## src/rtl/imm_extend_stage_if.sv

```systemverilog
// Handshake bundle between decode, the immediate-extension stage and its consumer.
interface imm_extend_stage_if #(
  parameter int unsigned IN_W  = 16,
  parameter int unsigned OUT_W = 32,
  parameter int unsigned TAG_W = 5
);

  logic             in_valid;
  logic             in_ready;
  logic [IN_W-1:0]  in_imm;
  logic [1:0]       in_mode;
  logic [TAG_W-1:0] in_tag;
  logic             flush;
  logic             out_valid;
  logic             out_ready;
  logic [OUT_W-1:0] out_data;
  logic [TAG_W-1:0] out_tag;

  // Upstream producer / downstream consumer side.
  modport master (
    output in_valid, in_imm, in_mode, in_tag, flush, out_ready,
    input  in_ready, out_valid, out_data, out_tag
  );

  // The extension stage itself.
  modport slave (
    input  in_valid, in_imm, in_mode, in_tag, flush, out_ready,
    output in_ready, out_valid, out_data, out_tag
  );

endinterface

```

## src/rtl/imm_extend_stage.sv

```systemverilog
// Pipelined immediate extension (sign / zero / upper / branch) with a
// 2-entry output+skid buffer so the stage streams at one beat per cycle
// while in_ready stays a pure register output.
module imm_extend_stage #(
  parameter int unsigned IN_W  = 16,
  parameter int unsigned OUT_W = 32,
  parameter int unsigned TAG_W = 5
) (
  input  logic               clk,
  input  logic               rst_n,
  imm_extend_stage_if.slave  bus
);

  localparam int unsigned PAD_W = OUT_W - IN_W;

  // Branch mode shifts the sign-extended value by two, so two spare bits are needed.
  if (OUT_W < IN_W + 2) begin : g_bad_width
    $error("imm_extend_stage: OUT_W must be at least IN_W+2");
  end

  localparam logic [1:0] MODE_SIGN   = 2'b00;
  localparam logic [1:0] MODE_ZERO   = 2'b01;
  localparam logic [1:0] MODE_UPPER  = 2'b10;
  localparam logic [1:0] MODE_BRANCH = 2'b11;

  typedef enum logic [1:0] {
    ST_EMPTY = 2'd0,
    ST_ONE   = 2'd1,
    ST_FULL  = 2'd2
  } state_t;

  state_t           state_q;
  state_t           state_d;
  logic             in_ready_q;
  logic             out_valid_q;
  logic [OUT_W-1:0] out_data_q;
  logic [TAG_W-1:0] out_tag_q;
  logic [OUT_W-1:0] skid_data_q;
  logic [TAG_W-1:0] skid_tag_q;

  logic             accept_c;
  logic             consume_c;
  logic             load_out_in_c;
  logic             load_out_skid_c;
  logic             load_skid_c;
  logic [OUT_W-1:0] sext_c;
  logic [OUT_W-1:0] ext_c;

  assign accept_c  = bus.in_valid && in_ready_q;
  assign consume_c = out_valid_q && bus.out_ready;

  // Widen the incoming immediate according to the requested mode.
  always_comb begin
    sext_c = {{PAD_W{bus.in_imm[IN_W-1]}}, bus.in_imm};
    ext_c  = sext_c;
    case (bus.in_mode)
      MODE_SIGN:   ext_c = sext_c;
      MODE_ZERO:   ext_c = {{PAD_W{1'b0}}, bus.in_imm};
      MODE_UPPER:  ext_c = {bus.in_imm, {PAD_W{1'b0}}};
      MODE_BRANCH: ext_c = {sext_c[OUT_W-3:0], 2'b00};
    endcase
  end

  // Occupancy FSM: decides next occupancy and which register loads from where.
  always_comb begin
    state_d         = state_q;
    load_out_in_c   = 1'b0;
    load_out_skid_c = 1'b0;
    load_skid_c     = 1'b0;
    if (bus.flush) begin
      state_d = ST_EMPTY;
    end else begin
      case (state_q)
        ST_EMPTY: begin
          if (accept_c) begin
            load_out_in_c = 1'b1;
            state_d       = ST_ONE;
          end
        end
        ST_ONE: begin
          if (accept_c && consume_c) begin
            load_out_in_c = 1'b1;
          end else if (accept_c) begin
            load_skid_c = 1'b1;
            state_d     = ST_FULL;
          end else if (consume_c) begin
            state_d = ST_EMPTY;
          end
        end
        ST_FULL: begin
          if (consume_c) begin
            load_out_skid_c = 1'b1;
            state_d         = ST_ONE;
          end
        end
        default: state_d = ST_EMPTY;
      endcase
    end
  end

  // State plus registered handshake flags derived from the next occupancy.
  always_ff @(posedge clk or negedge rst_n) begin
    if (!rst_n) begin
      state_q     <= ST_EMPTY;
      in_ready_q  <= 1'b1;
      out_valid_q <= 1'b0;
    end else begin
      state_q     <= state_d;
      in_ready_q  <= (state_d != ST_FULL);
      out_valid_q <= (state_d != ST_EMPTY);
    end
  end

  // Output register: fresh beat when free/draining, else promote the skid entry.
  always_ff @(posedge clk or negedge rst_n) begin
    if (!rst_n) begin
      out_data_q <= '0;
      out_tag_q  <= '0;
    end else if (load_out_in_c) begin
      out_data_q <= ext_c;
      out_tag_q  <= bus.in_tag;
    end else if (load_out_skid_c) begin
      out_data_q <= skid_data_q;
      out_tag_q  <= skid_tag_q;
    end
  end

  // Skid entry catches the beat accepted while the output is stalled.
  always_ff @(posedge clk or negedge rst_n) begin
    if (!rst_n) begin
      skid_data_q <= '0;
      skid_tag_q  <= '0;
    end else if (load_skid_c) begin
      skid_data_q <= ext_c;
      skid_tag_q  <= bus.in_tag;
    end
  end

  assign bus.in_ready  = in_ready_q;
  assign bus.out_valid = out_valid_q;
  assign bus.out_data  = out_data_q;
  assign bus.out_tag   = out_tag_q;

endmodule
```

## src/flat_wrapper.sv

```systemverilog
// flat-port wrapper written by rule: the top's interface ports become plain ports
module imm_extend_stage_flat 
#(
  parameter int unsigned IN_W  = 16,
  parameter int unsigned OUT_W = 32,
  parameter int unsigned TAG_W = 5
)
  (clk, rst_n, bus_in_valid, bus_in_imm, bus_in_mode, bus_in_tag, bus_flush, bus_out_ready, bus_in_ready, bus_out_valid, bus_out_data, bus_out_tag);
  imm_extend_stage_if #(.IN_W(IN_W), .OUT_W(OUT_W), .TAG_W(TAG_W)) bus_i ();
  input  logic clk;
  input  logic rst_n;
  input wire logic [$bits(bus_i.in_valid)-1:0] bus_in_valid;
  input wire logic [$bits(bus_i.in_imm)-1:0] bus_in_imm;
  input wire logic [$bits(bus_i.in_mode)-1:0] bus_in_mode;
  input wire logic [$bits(bus_i.in_tag)-1:0] bus_in_tag;
  input wire logic [$bits(bus_i.flush)-1:0] bus_flush;
  input wire logic [$bits(bus_i.out_ready)-1:0] bus_out_ready;
  output wire logic [$bits(bus_i.in_ready)-1:0] bus_in_ready;
  output wire logic [$bits(bus_i.out_valid)-1:0] bus_out_valid;
  output wire logic [$bits(bus_i.out_data)-1:0] bus_out_data;
  output wire logic [$bits(bus_i.out_tag)-1:0] bus_out_tag;
  assign bus_i.in_valid = bus_in_valid;
  assign bus_i.in_imm = bus_in_imm;
  assign bus_i.in_mode = bus_in_mode;
  assign bus_i.in_tag = bus_in_tag;
  assign bus_i.flush = bus_flush;
  assign bus_i.out_ready = bus_out_ready;
  assign bus_in_ready = bus_i.in_ready;
  assign bus_out_valid = bus_i.out_valid;
  assign bus_out_data = bus_i.out_data;
  assign bus_out_tag = bus_i.out_tag;
  imm_extend_stage #(.IN_W(IN_W), .OUT_W(OUT_W), .TAG_W(TAG_W)) u_core (.clk(clk), .rst_n(rst_n), .bus(bus_i));
endmodule
```

## config.mk

```make
export PLATFORM = sky130hd
export DESIGN_NAME = imm_extend_stage_flat
export DESIGN_NICKNAME = d
export VERILOG_FILES = /design/src/rtl/imm_extend_stage_if.sv /design/src/rtl/imm_extend_stage.sv /design/src/flat_wrapper.sv
export SDC_FILE = /design/constraint.sdc
export NUM_CORES = 1
export LEC_CHECK = 0
export ABC_AREA = 1
export ABC_CLOCK_PERIOD_IN_PS = 1450
export CAP_MARGIN = 20
export CORE_MARGIN = 5
export CORE_UTILIZATION = 48
export CTS_CLUSTER_SIZE = 14
export DETAILED_ROUTE_END_ITERATION = 10
export PLACE_DENSITY = 0.77
export SLEW_MARGIN = 0
export SYNTH_ARGS = -nofsm -noshare
export SYNTH_HDL_FRONTEND = slang
export SYNTH_SLANG_ARGS = --single-unit
```

## constraint.sdc

```tcl
create_clock -name clk -period 1.45 [get_ports clk]
set_input_delay 0.2175 -clock clk [delete_from_list [all_inputs] [get_ports clk]]
set_output_delay 0.2175 -clock clk [all_outputs]
set_load 0.02 [all_outputs]
```

layer_met1.png
Supply wires on this layer in gray.
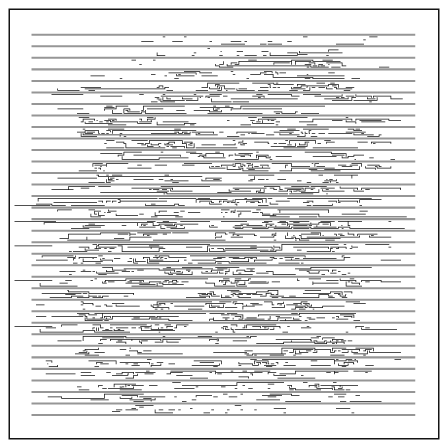
- wire length on this layer: 4290 um
- share of all routed wire: 42%
- longest straight run: 29.4 um
GR Util met1: 26.1%
final WL: 10.2 mm

layer_met2.png
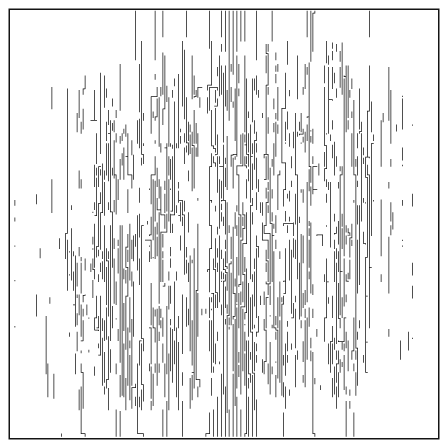
- longest straight run: 41.8 um
- wire length on this layer: 5250 um
met2 Usage GRT: 33.6%
count of vias placed by the detailed router: 3676

==> results.toml <==
# flow metrics
[setup_path]
crit_slowest_cell = "sky130_fd_sc_hd__dfstp_2"
timing.rr.end = "u_core.bus.out_data[22]$_DFFE_PN0P_"
r2r_cells = 8
r2r-start = "u_core.bus.in_ready$_DFF_PN1_"
cp_cell_instances = "nand2_4, nor2_4, nand3_4, nand2_4, inv_8, clkbuf_16, nand2_1, nand2_1"
worst_path_dominant_cell_family = "flip-flops"
worstSetupPathDepth = 8
critical_path.max_stage_delay_ns = 0.57
critical_path_buf_inv_count = 2

[layout]
final_common_cell = "sky130_fd_sc_hd__nand2_1"
final_core_utilization_pct = 64.9
final.clkbuf_count = 11
post_route_cells_drive_above_1_share_pct = 12.8
clk_share_pct = 4.48

[die]
die_w_um = 101
row_count = 33
floorplan.die_area_um2 = 10200
core_region_area_um2 = 8130
die_height_um = 101

[clocking]
clkSlewWorstSetupHoldPaths_ns = 0.09
clock_insertion_delay_worst_skew_ns = 0.36
cts_num_sinks = 78
ctsLongestPathBuffers = 2
clock_tree.root_cell = "sky130_fd_sc_hd__clkbuf_8"
post-cts-setup-buffers = 0
numCtsBuffers = 9

[power]
clockPowerShare_pct = 23.8
switchingPower_mw = 2.89
power_density_nw_per_um2 = 1550
cell_internal_pwr_mw = 5.32
power.largest_group = "sequential cells"
clockNetworkPower_mw = 1.95
seqPwrFrac_pct = 41.6

[synth]
yosysTopAreaCellShare_pct = 48.4
synthCells = 550
largest_area_cell = "sky130_fd_sc_hd__dfrtp_1"
xor_area_share_pct = 0
synthAoiAreaFrac_pct = 6.79
ys_top_logic_family = "simple AND/OR/NAND/NOR gates"
synth.top_cells.by_area = "sky130_fd_sc_hd__dfrtp_1 (48%), sky130_fd_sc_hd__nand2_1 (22%), sky130_fd_sc_hd__nand3_1 (6.8%)"
async_reset_ff_share_pct = 100
syn_nets = 578
postSynthAreaPerCell_um2 = 7.24
synth.lib_cells_used.distinct = 21

[place]
dp_hpwl_mm = 6.82
placement.io_buffers = 66
placed_cells = 715
finalWeightedCongestion = 0.867
postPlaceCellArea_um2 = 4880

[detailed_routing]
drc = 0
met1Wirelength_mm = 4.29
post_drt_via_cell_ratio = 4.99
drt_iter0_drc = 188
first_pass_iters = 5
detail-route-antenna-nets = 0

[final_timing]
worst_case_setup_margin_in_the_final_layout_ns = -0.00131
setup-violations-final = 1
slew_headroom_pct = 69.1
grt_setup_unrepaired = "yes"
final.hold.worst_slack_ns = 0.360
maxSlewViolCount = 0

[global_routing]
grt_start_max_net_pins = 41

[run_status]
outcome = "complete, but fails checks"
violations = "negative setup slack"
layer_met3.png
Scale bar: 20 um. Cells faint in the background.
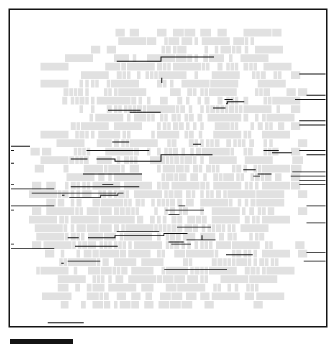
- nets with wire on the layer: 53
- share of all routed wire: 5.6%
- main direction: horizontal
- wire length on this layer: 571 um
met3 track demand over resource: 4.84%

